### src/rtl/alu_pkg.sv
// Shared ALU datapath definitions: multiplier FSM states and width limits.
package alu_pkg;

    typedef enum logic [1:0] {
        MULT_IDLE,
        MULT_RUN,
        MULT_DONE
    } mult_state_e;

    localparam int MULT_MAX_WIDTH = 32;

endpackage

### src/rtl/rca.sv
// Ripple-carry adder: SIZE-bit operands, SIZE+1-bit sum with the carry-out on top.
module rca #(
    parameter int SIZE = 8
) (
    input  logic [SIZE-1:0] a,
    input  logic [SIZE-1:0] b,
    output logic [SIZE:0]   sum
);

    logic [SIZE:0] carry;

    assign carry[0] = 1'b0;

    for (genvar gi = 0; gi < SIZE; gi++) begin : g_fa
        assign sum[gi]      = a[gi] ^ b[gi] ^ carry[gi];
        assign carry[gi+1]  = (a[gi] & b[gi]) | (carry[gi] & (a[gi] ^ b[gi]));
    end

    assign sum[SIZE] = carry[SIZE];

endmodule

### src/rtl/shift_add_mult.sv
// Sequential unsigned shift-and-add multiplier: one RCA iteration per cycle,
// 2*WIDTH-bit product delivered through a valid/ready handshake.
module shift_add_mult
    import alu_pkg::*;
#(
    parameter int WIDTH = 8
) (
    input  logic                 clk,
    input  logic                 rst_n,
    input  logic                 start_valid,
    output logic                 start_ready,
    input  logic [WIDTH-1:0]     a,
    input  logic [WIDTH-1:0]     b,
    output logic                 result_valid,
    input  logic                 result_ready,
    output logic [2*WIDTH-1:0]   product,
    output logic                 busy
);

    localparam int CNT_W = (WIDTH > 1) ? $clog2(WIDTH) : 1;
    localparam logic [CNT_W-1:0] LAST_COUNT = CNT_W'(WIDTH - 1);

    mult_state_e          state_reg, state_next;
    logic [WIDTH-1:0]     acc_reg, acc_next;
    logic [WIDTH-1:0]     q_reg, q_next;
    logic [WIDTH-1:0]     m_reg, m_next;
    logic [CNT_W-1:0]     count_reg, count_next;
    logic [2*WIDTH-1:0]   product_reg, product_next;
    logic [WIDTH:0]       sum;
    logic [2*WIDTH:0]     shift_in;
    logic [2*WIDTH-1:0]   shifted;

    rca #(.SIZE(WIDTH)) u_rca (
        .a   (acc_reg),
        .b   (m_reg),
        .sum (sum)
    );

    // The carry-out rides into the top of the shift, so the product stays exact.
    assign shift_in = q_reg[0] ? {sum, q_reg} : {1'b0, acc_reg, q_reg};
    assign shifted  = shift_in[2*WIDTH:1];

    always_ff @(posedge clk) begin
        if (!rst_n) begin
            state_reg   <= MULT_IDLE;
            acc_reg     <= '0;
            q_reg       <= '0;
            m_reg       <= '0;
            count_reg   <= '0;
            product_reg <= '0;
        end else begin
            state_reg   <= state_next;
            acc_reg     <= acc_next;
            q_reg       <= q_next;
            m_reg       <= m_next;
            count_reg   <= count_next;
            product_reg <= product_next;
        end
    end

    always_comb begin
        state_next   = state_reg;
        acc_next     = acc_reg;
        q_next       = q_reg;
        m_next       = m_reg;
        count_next   = count_reg;
        product_next = product_reg;
        case (state_reg)
            MULT_IDLE: begin
                if (start_valid) begin
                    m_next     = a;
                    q_next     = b;
                    acc_next   = '0;
                    count_next = '0;
                    state_next = MULT_RUN;
                end
            end
            MULT_RUN: begin
                {acc_next, q_next} = shifted;
                count_next         = count_reg + 1'b1;
                if (count_reg == LAST_COUNT) begin
                    product_next = shifted;
                    state_next   = MULT_DONE;
                end
            end
            MULT_DONE: begin
                if (result_ready) begin
                    state_next = MULT_IDLE;
                end
            end
            default: state_next = MULT_IDLE;
        endcase
    end

    assign start_ready  = (state_reg == MULT_IDLE);
    assign result_valid = (state_reg == MULT_DONE);
    assign busy         = (state_reg == MULT_RUN) || (state_reg == MULT_DONE);
    assign product      = product_reg;

endmodule

### config.mk
export PLATFORM = sky130hd
export DESIGN_NAME = shift_add_mult
export DESIGN_NICKNAME = d
export VERILOG_FILES = /design/src/rtl/alu_pkg.sv /design/src/rtl/rca.sv /design/src/rtl/shift_add_mult.sv
export SDC_FILE = /design/constraint.sdc
export NUM_CORES = 1
export LEC_CHECK = 0
export CAP_MARGIN = 20
export CORE_MARGIN = 2
export CORE_UTILIZATION = 45
export CTS_CLUSTER_SIZE = 20
export DETAILED_ROUTE_END_ITERATION = 6
export GPL_ROUTABILITY_DRIVEN = 0
export PLACE_DENSITY_LB_ADDON = 0.2
export SLEW_MARGIN = 5
export SYNTH_ARGS = -nofsm -noshare
export SYNTH_HDL_FRONTEND = slang
export SYNTH_SLANG_ARGS = --single-unit
### constraint.sdc
create_clock -name clk -period 4.7 [get_ports clk]
set_input_delay 0.94 -clock clk [delete_from_list [all_inputs] [get_ports clk]]
set_output_delay 0.94 -clock clk [all_outputs]
set_load 0.1 [all_outputs]
==> deck_impl_summary.md, run 1 <==
Synthesis and Place & Route Summary

Global routing
  – GR Util met1: between 20% and 30%
  – First-pass GRT wire length: 7060 um
  – Largest net degree at the start of global routing: 34
  – Number of global-route vias before repair: 1508
  – Overflow after GRT: 0
  – Initial antenna violation count: 0
  – Met3 GRT Util: 4.61%
  – Met2 GRT Util: 26.4%

Cells and area
  – Design Area, Final: 0.00267 mm2
  – Sequential share of cell area: between 30% and 40%
  – Combinational share of cell area: a little over two fifths
  – Final Core Density: 56.6%
  – Non-clk bufs: 40
  – Clock-cell share of area: 3.23%
  – Most common logic cells in the final layout: nand2_1, dfxtp_1, clkdlybuf4s50_1, a21boi_0, inv_1
  – Area growth from synthesis to final layout: 20.7%
  – Sequential cell area: 901 um2
  – Gate Area: roughly 0.0011 mm2
  – FF+latch count: around 45
  – Signal inverters: 18
  – Fin nets: 302
  – Fillers: approximately 450
  – Max FFs per register: 16
  – Layout cells sized above 1: under 10%
  – Fraction of cell area in non-clock buffers: 14.8%
  – Commonest Layout Cell: nand2_1
  – Antenna fix cells: 0
  – Clock buf count: 5

Final timing
  – Fin crit share: 82.1%
  – Max Freq: 0.259 GHz
  – Final hold viol count: 0
  – Final setup fails: 0
  – Worst-margin pin slew: 1.04 ns
  – Unrepaired setup endpoints after global routing: false
  – Setup_tns: 0 ns
  – Final worst path period need: approximately 3.9 ns
  – Normalized max-slew margin: 30.6%
  – Worst setup margin: 0.841 ns

Place
  – Placed Area: 0.00258 mm2
  – IO Port Bufs: 38
  – Placed insts: 329
  – Detail Placement HPWL: 3000 um
  – Dpl ws: about 0.84 ns

Setup path
  – R2R Setup Slk: 0.84 ns
  – RR Startpoint: acc_reg[0]
  – Crit-path slowest cell: fa_1
  – CP Capture Type: flip-flop
  – Most frequent CP cell: fa_1
  – Delay-heaviest family, CP: adder cells
  – WP data arrival: 4.07 ns
  – Critical path startpoint category: flip-flop
  – Critical Path Sink: acc_reg[6]
  – Critical path depth in cells: 13
  – R2R depth: 13
  – Critical path required time: 4.91 ns
  – Critical path type: reg2reg
  – R2r endpoint: acc_reg[6]
  – Sum of buffers and inverters on the critical path: 2
  – Crit path launch: acc_reg[0]

Floorplan
  – I/O pins: 39
  – Fp util: 46.9%
  – # Taps: 67
  – Die ar.: 0.00550 mm2
  – Cell row count: 25

Power and ir drop
  – Total sequential power: 0.490 mW
  – Switching power share of the total: 40.4%
  – Combinational power: 0.418 mW
  – Flop pwr share: roughly 43%
  – Leak: 0.995 nW
  – Main power group: sequential cells
  – Total power: between 1 and 1.5 mW
  – Clk pwr: 0.238 mW

CTS
  – Hold-fix buffers at CTS: 0
  – CTS resizes: 0
  – CTS H-tree lvls: 2
  – Clock-pin slew on the worst setup and hold paths: 0.09 ns
  – Max clock buf depth: 2
  – Setup Fix Bufs, Post-CTS: 0
  – CTS Buf Count: 5
  – CTS tree: yes
  – Root buf cell: clkbuf_8

Route
  – First-pass DRT Iterations: 4
  – DRC viols: 0
  – Vias: between 1500 and 2000
  – Met3 wire len: 136 um
  – Drt first-iter violations: 50
  – M1 WL: between 2000 and 2500 um
  – Post-DR vias/cell: about 5.0
  – Antenna Nets Post-Route: 0
  – Top layer used by detailed routing: met4
  – Met2 WL: ~2100 um

Hold path
  – Hold Path Cell Cnt: 2
  – Min-delay worst type: reg2reg

Logic synthesis
  – Number of synthesized flops with an enable pin: 0
  – Yosys chip area: 0.00221 mm2
  – Avg Cell Area, Syn: 9.22 um2
  – Net count after synthesis: 273
  – #FFs+latches synth: 45
  – FFs w/ async S/R, synth: 0%
  – Yosys cell count: 240
  – Mapped Cells: approximately 240
  – Synth Flop Type: dfxtp_1
  – Top cells by area: dfxtp_1, nand2_1, a21boi_0, fa_1, mux2i_1
  – Sequential area share after synthesis: 40.7%
  – Synthesized area: about 0.0022 mm2
  – Top cells by count: nand2_1, dfxtp_1, a21boi_0
  – Most frequent cell after synthesis: nand2_1
  – Cell Type Count: 30

Flow run
  – MaxCap Viol Count: 0
  – Log Warnings: 28

Run status
  – Status: finished, final reports clean
==> run 1: logic make-up after synthesis <==
| kind of cell | share of synthesized area, % |
|---|---|
| multiplexers | 5.94 |
| AND/OR/NAND/NOR | 14.2 |
| adder cells (fa/ha/maj) | 9.72 |
| flip-flops | 40.7 |
| buffers and inverters | 7.91 |
| AND-OR/OR-AND | 21.5 |
==> run 1: worst min-delay path by stage <==
stage,start,end,slack (ns)
floorplan,m_reg[3],m_reg[3],0.44
global placement,product[6],product[6],0.45
detailed placement,product[6],product[6],0.46
CTS,product[6],product[6],0.47
global route,product[6],product[6],0.49
finish,product[6],product[6],0.47
==> run 1: tightest hold or removal path, stage by stage, from the launching register on <==
cell      delay, ns
dfxtp_1        0.32
nand2_1        0.05
a21boi_1       0.05
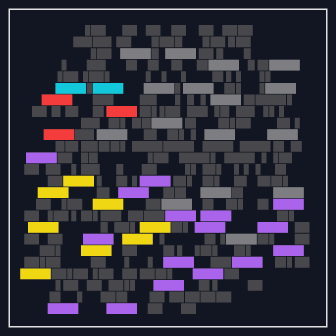
run_1/registers.png
Other sequential cells in the stronger gray, the rest of the logic in the fainter gray.
[cyan] state_reg | placed flops: 2
[yellow] q_reg | placed flops: 8
[red] count_reg | placed flops: 3
[purple] product | placed flops: 16

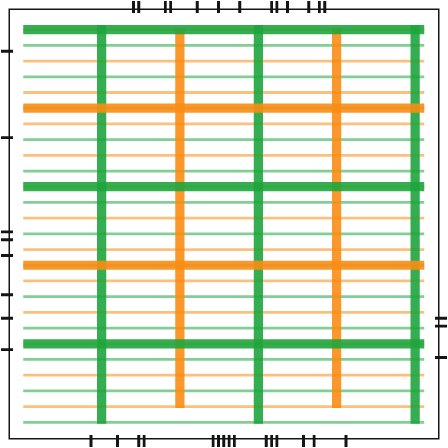
run_1/pdn.png
Pins as bars on the die edge.
[green] VSS
[orange] VDD
met4 straps: 5
signal pins: 39
met5 straps: 5
peak supply drop: 0.264 mV
Die H: 74.1 um
Placeable Area: 0.00472 mm2
Die W: 74.1 um

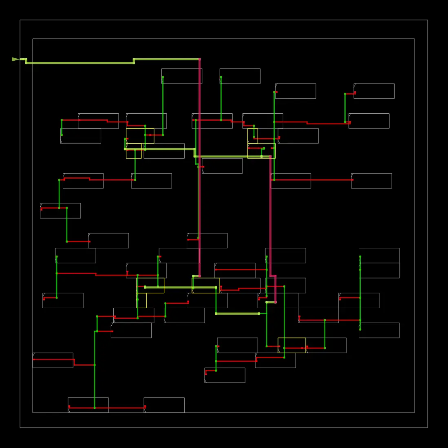
run_1/final_clocks.png
clock sink total: 45
clk ins delay skew pair: 0.30 ns

==> run 1 -> run 2 <==
Clock period 4.7 ns to 4.05 ns, I/O delays scaled along.
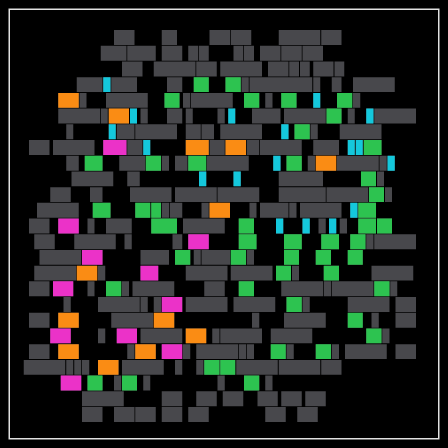
run_2/gate_families.png
[cyan] inverters | cells: 18 | most used: inv_1
[magenta] AND-OR and OR-AND gates | cells: 11 | most used: o211a_1
[orange] multiplexers | cells: 13 | most used: mux2i_1
[green] inverting AOI/OAI gates | cells: 47 | most used: a21boi_0

==> run 2 against run 1 <==
  * Sequential cell count did not move
  * Via count rose by 1.9%
  * Critical path type unchanged
  * Critical path depth did not move
  * Clock skew rose by 0.0035 ns
  * Non-clock buffer count rose by 2
==> deck_impl_summary.md, run 2 <==
Synthesis and Place & Route Summary

Run status
  – Status: finished, final reports clean

Cells and area
  – Antenna fix cells: 0
  – Fin nets: 304
  – Commonest Layout Cell: nand2_1
  – Area growth from synthesis to final layout: 22.6%
  – Final Core Density: between 50% and 60%
  – Design Area, Final: 0.00271 mm2
  – Most common logic cells in the final layout: nand2_1, dfxtp_1, clkdlybuf4s50_1, a21boi_0, inv_1
  – Layout cells sized above 1: 6.25%

Floorplan
  – Die ar.: 0.00550 mm2
  – Fp util: around 47%
  – Cell row count: 25
  – Placeable Area: roughly 0.0047 mm2
  – Die W: 74.1 um

Logic synthesis
  – Mapped Cells: 240
  – Sequential area share after synthesis: about two fifths
  – FFs w/ async S/R, synth: 0%
  – Most frequent cell after synthesis: nand2_1
  – Basic Gates by Area: between 10% and 20%
  – Yosys chip area: 0.00221 mm2
  – Net count after synthesis: 273
  – Xor/xnor share: 0%
  – Post-synth mux share: between 5 and 6%
  – #FFs+latches synth: 45
  – Top cells by area: dfxtp_1, nand2_1, a21boi_0, fa_1, mux2i_1
  – Adders+Majority by Area: approximately a tenth
  – Avg Cell Area, Syn: 9.22 um2
  – Post-Synth AOI/OAI Area: a little over a fifth
  – Yosys cell count: around 240
  – Synth Flop Type: dfxtp_1

Place
  – Placed Area: between 0.002 and 0.003 mm2
  – IO Port Bufs: 38
  – Detail Placement HPWL: between 3000 and 4000 um

Route
  – Top layer used by detailed routing: met4
  – Met2 WL: roughly 2100 um
  – DRC viols: 0
  – Met3 wire len: 129 um

Setup path
  – Sum of buffers and inverters on the critical path: 2
  – Critical path type: reg2reg
  – R2R Setup Slk: about 0.23 ns
  – R2r endpoint: acc_reg[6]
  – Critical path required time: 4.25 ns

Final timing
  – Worst-margin pin slew: 0.988 ns
  – Worst setup margin: 0.234 ns
  – Fin crit share: 94.2%
  – Final hold viol count: 0
  – Max Freq: 0.262 GHz

CTS
  – Clock sink total: 45
  – CTS resizes: 0
  – Root buf cell: clkbuf_8
  – Max clock buf depth: 2
  – Clock-pin slew on the worst setup and hold paths: 0.08 ns
  – Setup Fix Bufs, Post-CTS: 0

Power and ir drop
  – Main power group: sequential cells
  – Leak: 1.02 nW
  – Peak supply drop: 0.315 mV
  – Switching power share of the total: 38.5%
  – Total power: 1.40 mW
  – Total sequential power: 0.569 mW

Hold path
  – Min-delay worst type: reg2reg
  – Hold Path Cell Cnt: 2
  – Hold Path Sink: acc_reg[0]

Global routing
  – Met3 GRT Util: 4.61%
  – GR Util met1: approximately 23%

Flow run
  – MaxCap Viol Count: 0
[run 2: cell counts after synthesis]
No cell type changed its count.
[run 2: cell type report]
cell class	instances	area [um2]
clock inverter	2	38.8
fill	445	2010
sequential	45	902
multi-input combinational	159	1140
inverter	18	67.6
timing repair buffer	42	408
clock buffer	6	72.6
tap	67	83.8
[run 2: worst max path at each step]
stage,end,slack (ns),cells past startpoint
after global placement,acc_reg[6],0.25,13
after global routing,acc_reg[6],0.02,13
after CTS,acc_reg[6],0.15,13
after detailed placement,acc_reg[6],0.17,13
final,acc_reg[6],0.23,13
after floorplan,acc_reg[6],0.34,13
[run 2: logic make-up after synthesis]
kind of cell | count (synthesis)
buffers and inverters | 36
adder cells (fa/ha/maj) | 13
AND/OR/NAND/NOR | 75
AND-OR/OR-AND | 58
multiplexers | 13
flip-flops | 45
Power and IR drop assume default switching activity.
